--- src/rtl/scoreboard_pkg.sv ---
// rtl/scoreboard_pkg.sv - shared types for the result scoreboard
//
// Contents:
//   SB_MAX_DATA_W - storage width of an entry's data/mask fields (DATA_W must not exceed it)
//   sb_state_e    - scoreboard FSM states
//   sb_entry_t    - one expected-table entry: valid flag, data, mask (SCOREBOARD_MASK_EN only)
package scoreboard_pkg;

    localparam int SB_MAX_DATA_W = 64;

    typedef enum logic [1:0] {
        SB_IDLE  = 2'd0,
        SB_RUN   = 2'd1,
        SB_DRAIN = 2'd2,
        SB_DONE  = 2'd3
    } sb_state_e;

    // Data and mask are zero-extended to SB_MAX_DATA_W so one struct serves
    // every DATA_W; the unused upper bits are zero on both compare operands.
    typedef struct packed {
        logic                     valid;
        logic [SB_MAX_DATA_W-1:0] data;
`ifdef SCOREBOARD_MASK_EN
        logic [SB_MAX_DATA_W-1:0] mask;
`endif
    } sb_entry_t;

endpackage

--- src/rtl/sb_table.sv ---
// rtl/sb_table.sv - expected-result table, one write port, one asynchronous read port
//
// Ports:
//   clk      in   clock
//   we_i     in   write enable (already qualified by the caller)
//   waddr_i  in   write entry index
//   wvalid_i in   expected valid flag to store
//   wdata_i  in   expected data to store
//   wmask_i  in   per-bit compare mask to store (SCOREBOARD_MASK_EN only)
//   raddr_i  in   read entry index
//   rdata_o  out  entry at raddr_i, combinational
//
// The storage has no reset: contents survive n_reset.
module sb_table
    import scoreboard_pkg::*;
#(
    parameter int DATA_W = 32,
    parameter int DEPTH  = 8
) (
    input  logic                     clk,
    input  logic                     we_i,
    input  logic [$clog2(DEPTH)-1:0] waddr_i,
    input  logic                     wvalid_i,
    input  logic [DATA_W-1:0]        wdata_i,
`ifdef SCOREBOARD_MASK_EN
    input  logic [DATA_W-1:0]        wmask_i,
`endif
    input  logic [$clog2(DEPTH)-1:0] raddr_i,
    output sb_entry_t                rdata_o
);

    sb_entry_t mem_q [DEPTH];
    sb_entry_t wr_entry;

    always_comb begin
        wr_entry       = '0;
        wr_entry.valid = wvalid_i;
        wr_entry.data  = SB_MAX_DATA_W'(wdata_i);
`ifdef SCOREBOARD_MASK_EN
        wr_entry.mask  = SB_MAX_DATA_W'(wmask_i);
`endif
    end

    always_ff @(posedge clk) begin
        if (we_i) begin
            mem_q[waddr_i] <= wr_entry;
        end
    end

    assign rdata_o = mem_q[raddr_i];

endmodule

--- src/rtl/result_scoreboard.sv ---
// rtl/result_scoreboard.sv - compares a DUT result stream against an expected table
//
// Ports:
//   clk, n_reset                      clock, synchronous active-low reset
//   start_i                           one-cycle run start (IDLE/DONE only)
//   exp_we_i/exp_addr_i/exp_valid_i/exp_data_i  expected-table write port
//   exp_mask_i                        per-entry compare mask (SCOREBOARD_MASK_EN only)
//   obs_valid_i/obs_data_i            observed result, sampled each RUN/DRAIN cycle
//   stop_i                            DUT stop indication (acted on in RUN only)
//   done_o/pass_o/overrun_o           run finished / zero failures / table exhausted
//   check_cnt_o/fail_cnt_o            checks performed / checks failed
//   first_fail_vld_o/first_fail_idx_o first failing sample captured / its index
//
// Build option: define SCOREBOARD_MASK_EN to add a per-entry data mask.
module result_scoreboard
    import scoreboard_pkg::*;
#(
    parameter int DATA_W   = 32,
    parameter int DEPTH    = 8,
    parameter int STOP_LAT = 3
) (
    input  logic                     clk,
    input  logic                     n_reset,
    input  logic                     start_i,
    input  logic                     exp_we_i,
    input  logic [$clog2(DEPTH)-1:0] exp_addr_i,
    input  logic                     exp_valid_i,
    input  logic [DATA_W-1:0]        exp_data_i,
`ifdef SCOREBOARD_MASK_EN
    input  logic [DATA_W-1:0]        exp_mask_i,
`endif
    input  logic                     obs_valid_i,
    input  logic [DATA_W-1:0]        obs_data_i,
    input  logic                     stop_i,
    output logic                     done_o,
    output logic                     pass_o,
    output logic                     overrun_o,
    output logic [$clog2(DEPTH)+1:0] check_cnt_o,
    output logic [$clog2(DEPTH)+1:0] fail_cnt_o,
    output logic                     first_fail_vld_o,
    output logic [$clog2(DEPTH)-1:0] first_fail_idx_o
);

    localparam int            AW       = $clog2(DEPTH);
    localparam int            CW       = AW + 2;
    localparam logic [AW-1:0] IDX_LAST = AW'(DEPTH - 1);
    localparam logic [3:0]    LAT_LAST = 4'(STOP_LAT);

    sb_state_e   state_q;
    logic [AW-1:0] idx_q;
    logic [3:0]  drain_cnt_q;
    logic [CW-1:0] check_cnt_q;
    logic [CW-1:0] fail_cnt_q;
    logic        ff_vld_q;
    logic [AW-1:0] ff_idx_q;
    logic        overrun_q;
    logic        done_q;
    logic        pass_q;

    sb_entry_t   rd_entry;
    logic        tbl_we;
    logic        valid_fail;
    logic        data_fail;
    logic        sample_fail;
    logic        sample_is_drain;
    logic        drain_end;
    logic [3:0]  drain_cnt_d;
    logic [CW-1:0] check_cnt_d;
    logic [CW-1:0] fail_cnt_d;

    // The table is frozen while a run is comparing against it.
    assign tbl_we = exp_we_i && ((state_q == SB_IDLE) || (state_q == SB_DONE));

    sb_table #(
        .DATA_W (DATA_W),
        .DEPTH  (DEPTH)
    ) u_table (
        .clk      (clk),
        .we_i     (tbl_we),
        .waddr_i  (exp_addr_i),
        .wvalid_i (exp_valid_i),
        .wdata_i  (exp_data_i),
`ifdef SCOREBOARD_MASK_EN
        .wmask_i  (exp_mask_i),
`endif
        .raddr_i  (idx_q),
        .rdata_o  (rd_entry)
    );

    always_comb begin
        valid_fail = (obs_valid_i != rd_entry.valid);
`ifdef SCOREBOARD_MASK_EN
        data_fail  = ((SB_MAX_DATA_W'(obs_data_i) ^ rd_entry.data) & rd_entry.mask) != '0;
`else
        data_fail  = (SB_MAX_DATA_W'(obs_data_i) != rd_entry.data);
`endif
        sample_fail = valid_fail | data_fail;
        check_cnt_d = check_cnt_q + CW'(2);
        fail_cnt_d  = fail_cnt_q + CW'(valid_fail) + CW'(data_fail);

        // The cycle stop_i is first seen in RUN is itself drain sample 1.
        sample_is_drain = (state_q == SB_DRAIN) || ((state_q == SB_RUN) && stop_i);
        drain_cnt_d     = (state_q == SB_RUN) ? 4'd1 : drain_cnt_q + 4'd1;
        drain_end       = sample_is_drain && (drain_cnt_d == LAT_LAST);
    end

    always_ff @(posedge clk) begin
        if (!n_reset) begin
            state_q     <= SB_IDLE;
            idx_q       <= '0;
            drain_cnt_q <= '0;
            check_cnt_q <= '0;
            fail_cnt_q  <= '0;
            ff_vld_q    <= 1'b0;
            ff_idx_q    <= '0;
            overrun_q   <= 1'b0;
            done_q      <= 1'b0;
            pass_q      <= 1'b0;
        end else begin
            case (state_q)
                SB_IDLE, SB_DONE: begin
                    if (start_i) begin
                        state_q     <= SB_RUN;
                        idx_q       <= '0;
                        drain_cnt_q <= '0;
                        check_cnt_q <= '0;
                        fail_cnt_q  <= '0;
                        ff_vld_q    <= 1'b0;
                        ff_idx_q    <= '0;
                        overrun_q   <= 1'b0;
                        done_q      <= 1'b0;
                        pass_q      <= 1'b0;
                    end
                end
                SB_RUN, SB_DRAIN: begin
                    check_cnt_q <= check_cnt_d;
                    fail_cnt_q  <= fail_cnt_d;
                    if (sample_fail && !ff_vld_q) begin
                        ff_vld_q <= 1'b1;
                        ff_idx_q <= idx_q;
                    end
                    if (sample_is_drain) begin
                        drain_cnt_q <= drain_cnt_d;
                    end
                    // A drain that finishes exactly on the last entry is not an overrun.
                    if (drain_end) begin
                        state_q <= SB_DONE;
                        done_q  <= 1'b1;
                        pass_q  <= (fail_cnt_d == '0);
                    end else if (idx_q == IDX_LAST) begin
                        state_q   <= SB_DONE;
                        overrun_q <= 1'b1;
                        done_q    <= 1'b1;
                        pass_q    <= 1'b0;
                    end else begin
                        idx_q <= idx_q + AW'(1);
                        if (sample_is_drain) begin
                            state_q <= SB_DRAIN;
                        end
                    end
                end
                default: begin
                    state_q <= SB_IDLE;
                end
            endcase
        end
    end

    assign done_o           = done_q;
    assign pass_o           = pass_q;
    assign overrun_o        = overrun_q;
    assign check_cnt_o      = check_cnt_q;
    assign fail_cnt_o       = fail_cnt_q;
    assign first_fail_vld_o = ff_vld_q;
    assign first_fail_idx_o = ff_idx_q;

endmodule

--- config.mk ---
export PLATFORM = sky130hd
export DESIGN_NAME = result_scoreboard
export DESIGN_NICKNAME = d
export VERILOG_FILES = /design/src/rtl/scoreboard_pkg.sv /design/src/rtl/sb_table.sv /design/src/rtl/result_scoreboard.sv
export SDC_FILE = /design/constraint.sdc
export NUM_CORES = 1
export LEC_CHECK = 0
export CORE_AREA = 2 2 202 204
export CTS_CLUSTER_SIZE = 25
export DETAILED_ROUTE_END_ITERATION = 10
export DIE_AREA = 0 0 204 206
export GPL_TIMING_DRIVEN = 0
export PLACE_DENSITY = 0.48
export SKIP_LAST_GASP = 1
export SLEW_MARGIN = 20
export SYNTH_ARGS = -nofsm -noshare
export SYNTH_HDL_FRONTEND = slang
export SYNTH_SLANG_ARGS = --single-unit
--- constraint.sdc ---
create_clock -name clk -period 9.7 [get_ports clk]
set_input_delay 1.94 -clock clk [delete_from_list [all_inputs] [get_ports clk]]
set_output_delay 1.94 -clock clk [all_outputs]
set_load 0.05 [all_outputs]
Met3 routing:
Scale: 2 px per um.
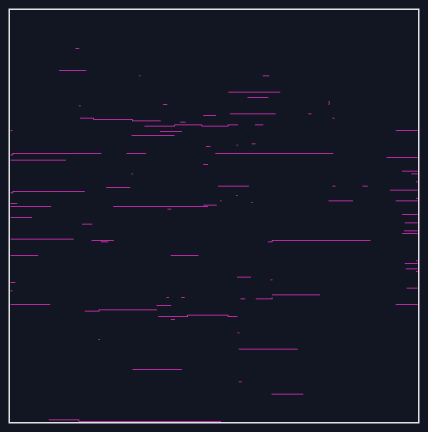
The layer carries 1090 um of wire. The longest straight run is 70.8 um. 54 nets have wire on it. The wires run mostly horizontal. The layer holds 3.9% of the routed length.
via count: 6438
grt met3 use: 2.82%
wire length after detailed routing: 28.1 mm

Clock routing:
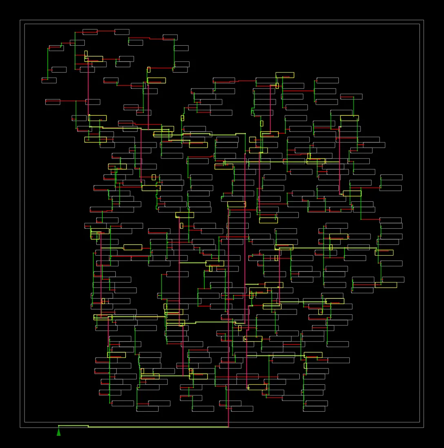
Sink Count: 292
Inserted Clock Buffers: 35
clk_lat worst skew: 0.52 ns

==> results.toml <==
# synthesis and place-and-route metrics
[layout]
inverters_excl_clock = 8
area.sequential_um2 = 8490
layout.core_utilization_pct = 36.8
buf_share_pct = 9.13
final.signal_buffer_count = 136
layout_top_cell = "sky130_fd_sc_hd__edfxtp_1"
layout.area.top_class = "sequential cells"
finalNonFillerCells = 1379
comb.multi_input.count = 351
layout.filler_cells = 3833

[grt]
via_count_of_the_first_global_routing_pass = 6792
grt_remaining_overflow = 0

[hold_path]
hold_class = "flip-flop to flip-flop"
origin_of_the_worst_min_delay_path = "first_fail_idx_o[1]"

[sta]
final_max_slew_viol_count = 0
setup_tns_final_ns = 0
post-route-worst-setup-slack_ns = 5.21
finalCriticalPeriod_ns = 4.49
finClkSkew_ns = 0.0145
timing.final.setup_violations = 0
period_used_pct = 46.2

[detailed_routing]
drt-pass1-iter-count = 5
met2_wirelength_mm = 13.9
drt_iter0_drcs = 439
routed.top_layer = "met5"
drt_drc_violations_left = 0
drtAntennaViolNets = 0

[place]
dp_cells = 1319
port_buffers = 87

[yosys]
synth.avg_cell_area_um2 = 17.4
synth.cellmix.simpleShare_pct = 5.17
enable_flop_cells = 264
synth-compound-area-share_pct = 5.35
synth.ff_latch_count = 292
yosys.stat.seqShare_pct = 71.7
netlist_instances = 681

[critical_path]
timing.setup.critical_path_class = "primary input to flip-flop"
worstPathBufferInverterCount = 2
crit_arrival_ns = 4.93
critPathMaxFanout = 6
worstPathCellList = "clkdlybuf4s50_1, xnor2_1, nor4_2, nand2_1, nor4_4, fa_1, inv_1, ha_1, o21ai_0, o2111ai_1, nor4b_1, a21oi_1, nor2b_1"
max_stage_delay_on_crit_path_ns = 0.52
slowest_stage = "sky130_fd_sc_hd__nor4_4"
timing.critical_path.to_type = "flip-flop"

[cts]
hold_buffers = 0
tritoncts = "done"
cts_root_buf = "sky130_fd_sc_hd__clkbuf_16"
cts-root-to-sink-buffers = 3
postCtsResizedCells = 0
cts-htree-levels = 2

[power]
reported_leakage_power_nw = 4.71
vdd.ir_drop.worst_mv = 0.116

[status]
result_of_the_run = "finished, final reports clean"

[die]
tapcell.inserted = 532
core-area_um2 = 40200
placement_rows = 74
io_pins = 91
design.die.area_um2 = 42000

[flow_run]
log.warning_count = 27
Signal metal coverage by tile:
Scale: 2 px per um. The die is cut into 20 by 21 equal tiles; black is low, pale yellow is high, scaled to the fullest tile. Values are wire area over tile area, all layers added.
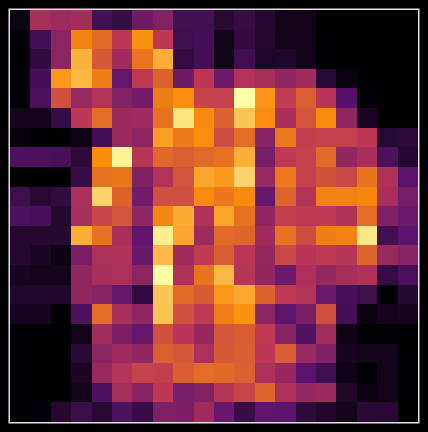
14% of the tiles are nearly empty. The densest ninth of the die: centre. The fullest tile reaches 0.29.
GRT Resource Usage Total: 13.7%
drt wl/cell: 20.4 um

Cell sizes after repair:
Scale: 2 px per um.
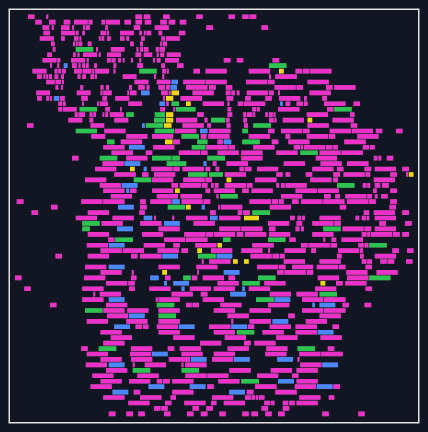
Key: blue = x2 [cells 56, share 6.6%]; green = x6 and larger [cells 57, share 6.7%]; magenta = x1 and smaller [cells 713, share 84%]; yellow = x3 and x4 [cells 21, share 2.5%]

-- synth_stat cells, drive strengths merged (9+ instances only) --
cell type | n | area, um^2
a21oi | 22 | 110
a22oi | 30 | 225
and2 | 9 | 56.3
and3 | 16 | 100
buf | 20 | 144
clkbuf | 10 | 37.5
dfxtp | 28 | 561
edfxtp | 264 | 7930
mux2i | 80 | 801
mux4 | 34 | 766
nand2 | 21 | 78.8
nand3 | 13 | 65.1
nor2 | 16 | 60.1
nor2b | 12 | 75.1
o21ai | 14 | 70.1
xnor2 | 16 | 140
-- metal layers --
metal | GRT usage, % | vias up
met3 | 2.82 | 49
met2 | 23.6 | 115
met4 | 4.35 | 6
met1 | 17.2 | 3260
met5 | 0 | -
li1 | - | 3008
-- state kept, by name, summed over array words and instances (netlist names), named ones only --
| signal | flops |
|---|---|
| overrun_o | 1 |
| first_fail_idx_o | 3 |
| done_o | 1 |
| idx_q | 3 |
| drain_cnt_q | 4 |
| state_q | 2 |
| pass_o | 1 |
| u_table.mem_q | 264 |
| first_fail_vld_o | 1 |
| fail_cnt_o | 5 |
| check_cnt_o | 4 |
-- per-stage QoR --
stage                     hold WS (ns)  instance area (um^2)
after floorplan                  0.455                 11800
after global placement           0.469                 13400
after detailed placement         0.478                 13700
after CTS                        0.498                 14800
after global routing             0.520                 14800
final                            0.485                 14800
-- power by group --
part | switching [W] | total, W | internal (W) | leakage (nW)
sequential | 0.00000824 | 0.00141 | 0.00140 | 2.62
combinational | 0.000139 | 0.000249 | 0.000110 | 1.56
clock | 0.000491 | 0.00122 | 0.000731 | 0.524
total | 0.000638 | 0.00288 | 0.00224 | 4.71
-- final timing paths --
path,endpoint,slack (ns),cells after the start
min,first_fail_idx_o[1],0.48,2
max reg2reg,pass_o,5.26,16
max,pass_o,5.21,13
min reg2reg,first_fail_idx_o[1],0.48,2
Power is estimated from default activity; no workload was simulated.
